Design segment_sequencer_flat, sky130hd; sources not shown.
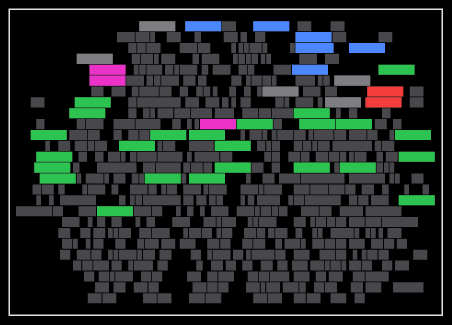
Run 1: register map, names as in the netlist
(4 px per um) Other sequential cells in the stronger gray, the rest of the logic in the fainter gray.
legend:
  u_core.bus.segments:
    color: blue
    placed_flops: 6
  u_core.bus.current_mode:
    color: red
    placed_flops: 2
  u_core.cnt:
    color: green
    placed_flops: 24
  u_core.pos:
    color: magenta
    placed_flops: 3
final core occ: 0.6201
sequential power: 0.000737 W
flop share of the area: 0.2170
Sequential cell area: 1002 um^2

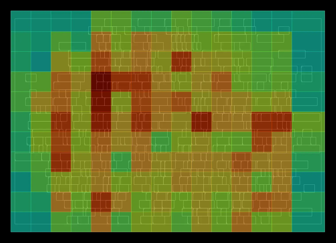
Run 1: routing congestion map
GRT met1 Usage: 0.3292
GR Util All Layers: 0.2192
WL/cell: 15.12 um

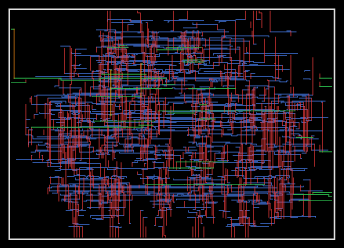
Run 1: wiring by layer
(3 px per um)
legend:
  M2:
    color: red
    wire_length: 3,820 um
  M3:
    color: green
    wire_length: 415 um
  M1:
    color: blue
    wire_length: 4,200 um
  M4:
    color: orange
    wire_length: 42.2 um
total detailed-routing wirelength: 8485 um
via count: 3,036

==> flow_metrics.env, run 1 <==
# implementation run metrics
export IMPL_place_congestion=0.8219
export IMPL_hold_path_class="primary input to async pin"
export IMPL_grt_max_degree=41
export IMPL_maxCapViolations=0
export IMPL_drv_slew=0
export IMPL_logic_area_um2=2469
export IMPL_io_pins=39
export IMPL_grt_pass1_wl_um=14360
export IMPL_final_nets=529
export IMPL_cts_tree="yes"
export IMPL_ant_nets=0
export IMPL_ff_type="dfrtp_1"
export IMPL_drt_pass1_iterations=5
export IMPL_syn_to_final_growth_pct=47.09
export IMPL_vias_per_cell=5.412
export IMPL_max_clock_path_buffers=2
export IMPL_syn_num_nets=432
export IMPL_finalSetupViolations=30
export IMPL_die_x_um=107.9
export IMPL_p_leak_nw=2.059
export IMPL_async_flop_share=1.000
export IMPL_relSlewSlack=0.3955
export IMPL_initCoreUtil=0.4216
export IMPL_cts_buffers_inserted=5
export IMPL_tool_warnings=37
export IMPL_drt_iter0_markers=200
export IMPL_die_area_um2=8215
export IMPL_top_area_frac=0.3108
export IMPL_dp_cells=543
export IMPL_top_area_cell="dfrtp_1"
export IMPL_final_hold_violation_count=0
export IMPL_crit_fanout=6
export IMPL_cp_required_ns=2.78
export IMPL_setup_slack_ns=-1.102
export IMPL_critPathKind="primary input to flop"
export IMPL_tightestPinTransition_ns=0.9068
export IMPL_route_detailed_drc=0
export IMPL_first_global_vias=3036
export IMPL_crit_chain="buf_6 > or4_4 > or4b_4 > or3b_4 > buf_6 > buf_6 > nand2_4 > ha_4 > a21o_1 > a21o_1 > a2111oi_4 > and3_4 > buf_8 > a21boi_2 > mux2_4"
export IMPL_rr_worst_depth=8
export IMPL_syn_avg_cell_area_um2=8.604
export IMPL_core_area_um2=7450
export IMPL_insertion_delay_ns=0.30
export IMPL_violations="setup timing"
export IMPL_powerDensity_nw_per_um2=495.3
export IMPL_edf_count=0
export IMPL_max_freq_ghz=0.2563
export IMPL_layout_drive_gt1_share=0.3045
export IMPL_rsz0062_at_grt="true"
export IMPL_yosysCellCount=365
export IMPL_ir_drop_mv=0.3392
export IMPL_syn_inst=365
export IMPL_r2r_slack_ns=0.28
export IMPL_final_cell_mix="49 x buf_4, 44 x nand2_1, 39 x dfrtp_1, 35 x nor2_1, 31 x ha_1"
export IMPL_stdcell_count=561
export IMPL_top_cells_by_area="dfrtp_1 31%, ha_1 15%, xor2_1 6.7%"
export IMPL_grt_overflow=0
export IMPL_synth_flop_count=40
export IMPL_largest_reg_flops=24
export IMPL_worstSetupEndpointType="flop"
export IMPL_port_buffers=38
export IMPL_max_stage_delay_ns=0.53
export IMPL_path_clk_slew_ns=0.08
export IMPL_row_count=26
export IMPL_cp_slowest_cell="or4_4"
export IMPL_cts_root_buf="clkbuf_8"
export IMPL_period_used=1.394
export IMPL_antenna_found_initial=0
export IMPL_start_kind="primary input"
export IMPL_synth_seq_share=0.3191
export IMPL_syn_area_um2=3141
export IMPL_die_height_um=76.14
export IMPL_htree_levels=2
export IMPL_status="finished, violations left"
export IMPL_num_antenna_cells=0
export IMPL_fill_cells=639
export IMPL_synth_cell_types=53
export IMPL_ys_warn_count=0
export IMPL_lay_top_count="buf_4"
export IMPL_hpwlAfterDp_um=5738
export IMPL_clock_sinks=40
export IMPL_report_power_total_w=0.002288
export IMPL_timing_final_crit_period_ns=3.902
export IMPL_cp_arrival_ns=3.88
export IMPL_yosys_area_um2=3141
export IMPL_crit_top_cell="buf_6"
## run 1: routing by layer
metal | part of all wire | GRT usage | up-vias
li1 | - | - | 1484
met1 | 0.50 | 0.3292 | 1488
met2 | 0.45 | 0.3282 | 57
met3 | 0.049 | 0.04106 | 7
met4 | 0.0049 | 0.03699 | 0
met5 | 0 | 0 | -
## run 1: cells by family (layout without fill, tap and decap cells)
logic type / after synthesis / after routing / share of synthesized area
buffers and inverters: 22 / 117 / 0.03346
AND-OR/OR-AND: 54 / 54 / 0.1124
flip-flops: 40 / 40 / 0.3191
XOR/XNOR: 43 / 43 / 0.1199
adder cells (fa/ha/maj): 37 / 37 / 0.1474
AND/OR/NAND/NOR: 166 / 169 / 0.2574
multiplexers: 3 / 3 / 0.01036
## run 1: through the flow
stage          TNS, ns  cell area, um^2  hold slack, ns  setup slack, ns    util
2_1_floorplan   -33.77             3232        -0.07559           -1.194       -
3_3_place_gp    -54.08             4033          0.2287           -1.826  0.5413
3_5_place_dp    -58.44             4033          0.2333           -1.988  0.5413
4_1_cts         -30.60             4442         0.07361           -1.110  0.5962
5_1_grt         -32.62             4619          0.1205           -1.175  0.6201
6_report        -29.91             4619         0.05212           -1.102  0.6201
## run 1: Yosys cell counts, types with 3 or more instances
cell type  count
nor2_1        49
and4_1         3
nand4_1        7
xor2_1        24
nor3_1        11
inv_1         12
dfrtp_1       39
buf_6          3
nand2_1       46
xnor2_1       19
nand3_1       14
nor4_1         4
nor2b_1        3
clkbuf_1       6
a21oi_1       19
o21ai_0        8
a21o_1         3
and2_1         3
ha_1          37
nand2_2        3
and3_1         8
## run 1: power by group
part	internal [W]	leakage, nW	switching (W)
registers	0.000669	0.542	0.0000689
logic	0.000427	1.45	0.000548
clock network	0.000366	0.0688	0.000209
total	0.00146	2.06	0.000826
## run 1: critical path: cells and delay by family
kind            cells  cell delay, ns
mux                 1            0.30
fa+ha+maj           1            0.20
simple gates        5            1.75
buf+inv             4            0.50
compound gates      4            0.70
## run 1: timing repair
item,CTS,global route
pin swaps,38,14
cloned,5,0
setup buffers,5,2
endpoints found under the hold margin,0,0
endpoints found under the setup margin,30,30
hold buffers,0,0
gates resized,66,36
## run 1: cell type report
cell class	count	share of cell area
clock inverters	2	0.01300
inverters	12	0.009751
multi-input cells	306	0.5344
clock buffers	6	0.01652
repair buffers	97	0.1828
well taps	98	0.02654
flip-flops and latches	40	0.2170
Run 1, clock wires, drivers and flops:
(2 px per um)
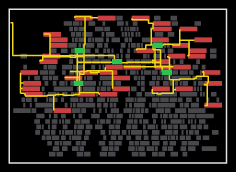

==> run 2: changes to the inputs <==
DONT_BUFFER_PORTS = 1   (was default)
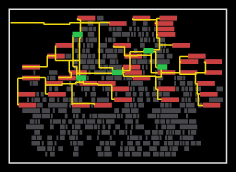
Run 2: clock wires, drivers and flops
(2 px per um)
legend:
  clock-net drivers:
    color: green
    count: 5
  flip-flops:
    color: red
    count: 40
  clock wires:
    color: yellow
    length: 565 um
routed clock nets: 6
Clock Power Share: 0.238
Worst-Skew Late Latency: 0.29 ns

==> flow_metrics.env, run 2 <==
# implementation run metrics
export IMPL_cp_arrival_ns=3.74
export IMPL_port_buffers=0
export IMPL_rsz0062_at_grt="true"
export IMPL_crit_chain="or4_4 > or4b_4 > or3b_4 > buf_6 > and2_4 > ha_4 > o211ai_1 > a2111oi_4 > o2111ai_4 > a31o_2 > o211a_1"
export IMPL_syn_area_um2=3141
export IMPL_syn_inst=365
export IMPL_period_used=1.343
export IMPL_layout_drive_gt1_share=0.2166
export IMPL_cp_slowest_cell="or4b_4"
export IMPL_max_freq_ghz=0.2660
export IMPL_grt_overflow=0
export IMPL_place_congestion=0.8848
export IMPL_wirelength_um=7407
export IMPL_yosysMostFrequentCell="nor2_1"
export IMPL_initCoreUtil=0.4216
export IMPL_io_pins=39
export IMPL_num_antenna_cells=0
export IMPL_max_clock_path_buffers=2
export IMPL_hpwlAfterDp_um=5272
export IMPL_finalCoreUtilization=0.5186
export IMPL_final_nets=463
export IMPL_cts_root_buf="clkbuf_8"
export IMPL_place_area_um2=3455
export IMPL_final_cell_area_um2=3864
export IMPL_timing_final_crit_period_ns=3.760
export IMPL_final_hold_violation_count=0
export IMPL_ys_warn_count=0
export IMPL_powerDensity_nw_per_um2=515.3
export IMPL_r2r_slack_ns=0.37
export IMPL_core_area_um2=7450
export IMPL_final_cell_mix="45 x nand2_1, 43 x nor2_1, 39 x dfrtp_1, 32 x ha_1"
export IMPL_grt_max_degree=41
export IMPL_drt_iter0_markers=188
export IMPL_tightestPinTransition_ns=0.7299
export IMPL_vias_per_cell=5.356
export IMPL_critPathKind="primary input to flop"
export IMPL_top_area_cell="dfrtp_1"
export IMPL_violations="setup timing"
export IMPL_p_leak_nw=1.696
export IMPL_first_global_vias=2517
export IMPL_worstSetupEndpointType="flop"
export IMPL_setup_slack_ns=-0.9598
export IMPL_row_count=26
export IMPL_vias=2651
export IMPL_top_area_frac=0.3108
export IMPL_yosysCellCount=365
export IMPL_ant_nets=0
export IMPL_edf_count=0
export IMPL_clock_sinks=40
export IMPL_tool_warnings=37
export IMPL_rr_worst_depth=7
export IMPL_crit_fanout=7
export IMPL_cts_buffers_inserted=5
export IMPL_syn_num_nets=432
export IMPL_hold_ws_ns=0.02487
export IMPL_report_power_total_w=0.001991
export IMPL_status="finished, violations left"
export IMPL_drv_slew=0
export IMPL_dp_slack_ns=-1.432
export IMPL_top_cells_by_area="dfrtp_1 31%, ha_1 15%, xor2_1 6.7%"
export IMPL_die_x_um=107.9
export IMPL_yosys_area_um2=3141
export IMPL_cp_num_buf_inv=1
export IMPL_syn_to_final_growth_pct=23.03
export IMPL_synth_seq_share=0.3191
export IMPL_die_area_um2=8215
export IMPL_top_cells_by_count="49 x nor2_1, 46 x nand2_1, 39 x dfrtp_1"
export IMPL_htree_levels=2
export IMPL_die_height_um=76.14
export IMPL_grt_usage=0.1916
export IMPL_synth_cell_types=53
export IMPL_finalSetupViolations=30
export IMPL_async_flop_share=1.000
export IMPL_ir_drop_mv=0.3371
export IMPL_drt_pass1_iterations=4
export IMPL_path_clk_slew_ns=0.08
export IMPL_maxCapViolations=0
export IMPL_cp_required_ns=2.78
export IMPL_path_depth=11
export IMPL_crit_family="simple AND/OR/NAND/NOR gates"
export IMPL_lay_top_count="nand2_1"
export IMPL_start_kind="primary input"
export IMPL_grt_pass1_wl_um=12480
export IMPL_antenna_found_initial=0
export IMPL_ff_type="dfrtp_1"
export IMPL_max_stage_delay_ns=0.57
export IMPL_cts_tree="yes"
export IMPL_largest_reg_flops=24
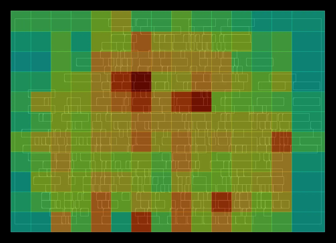
Run 2: routing congestion map
GRT met1 Usage: 0.2954
global route hottest layer: met1
met2 usage: 0.2654
WL/cell: 14.96 um

==> run 2: cell count changes in the layout (fill, tap and decap cells not counted), moves of 4 or more <==
cell	delta
buf_4	-25
buf_6	-6
clkdlybuf4s50_1	-29
nor2_1	+8
nor2_2	-6
nor3_4	-4
==> run 2: cells by family after synthesis <==
group           Yosys count  synth area share
xor+xnor                 43            0.1199
compound gates           54            0.1124
simple gates            166            0.2574
buf+inv                  22           0.03346
flops                    40            0.3191
mux                       3           0.01036
fa+ha+maj                37            0.1474
==> run 2: cell type report <==
class	count	area (um^2)
Clock buffer	5	68.82
Clock inverter	3	42.54
Fill cell	686	3586
Inverter	12	45.04
Multi-Input combinational cell	305	2312
Sequential cell	40	1002
Tap cell	98	122.6
Timing Repair Buffer	32	270.3
==> run 2: timing repair <==
action                                  4_1_cts  5_1_grt
pin swaps                                    13       13
buffers inserted                              0        2
cloned                                        4        0
endpoints found under the setup margin       30       30
gates resized                                22       16
endpoints found under the hold margin        43        0
hold buffers                                  3        0
==> run 2: stage by stage <==
stage | TNS, ns | instances
floorplan | -33.77 | 365
global placement | -43.24 | 478
detailed placement | -41.34 | 478
CTS | -25.58 | 493
global route | -30.15 | 495
finish | -27.52 | 495
==> run 2: power breakdown <==
group          switching (W)  total, W  internal, W
Sequential         0.0000799  0.000749     0.000669
Clock               0.000211  0.000475     0.000264
Combinational       0.000471  0.000767     0.000296
==> run 2: layer usage <==
metal	GRT usage	vias to the layer above	wire length [um]
met4	0.04521	0	46
li1	-	1350	-
met2	0.2654	37	3082
met5	0	-	0
met1	0.2954	1260	4003
met3	0.04363	4	274
No activity file was given, so power comes from the tool's default toggle rates.
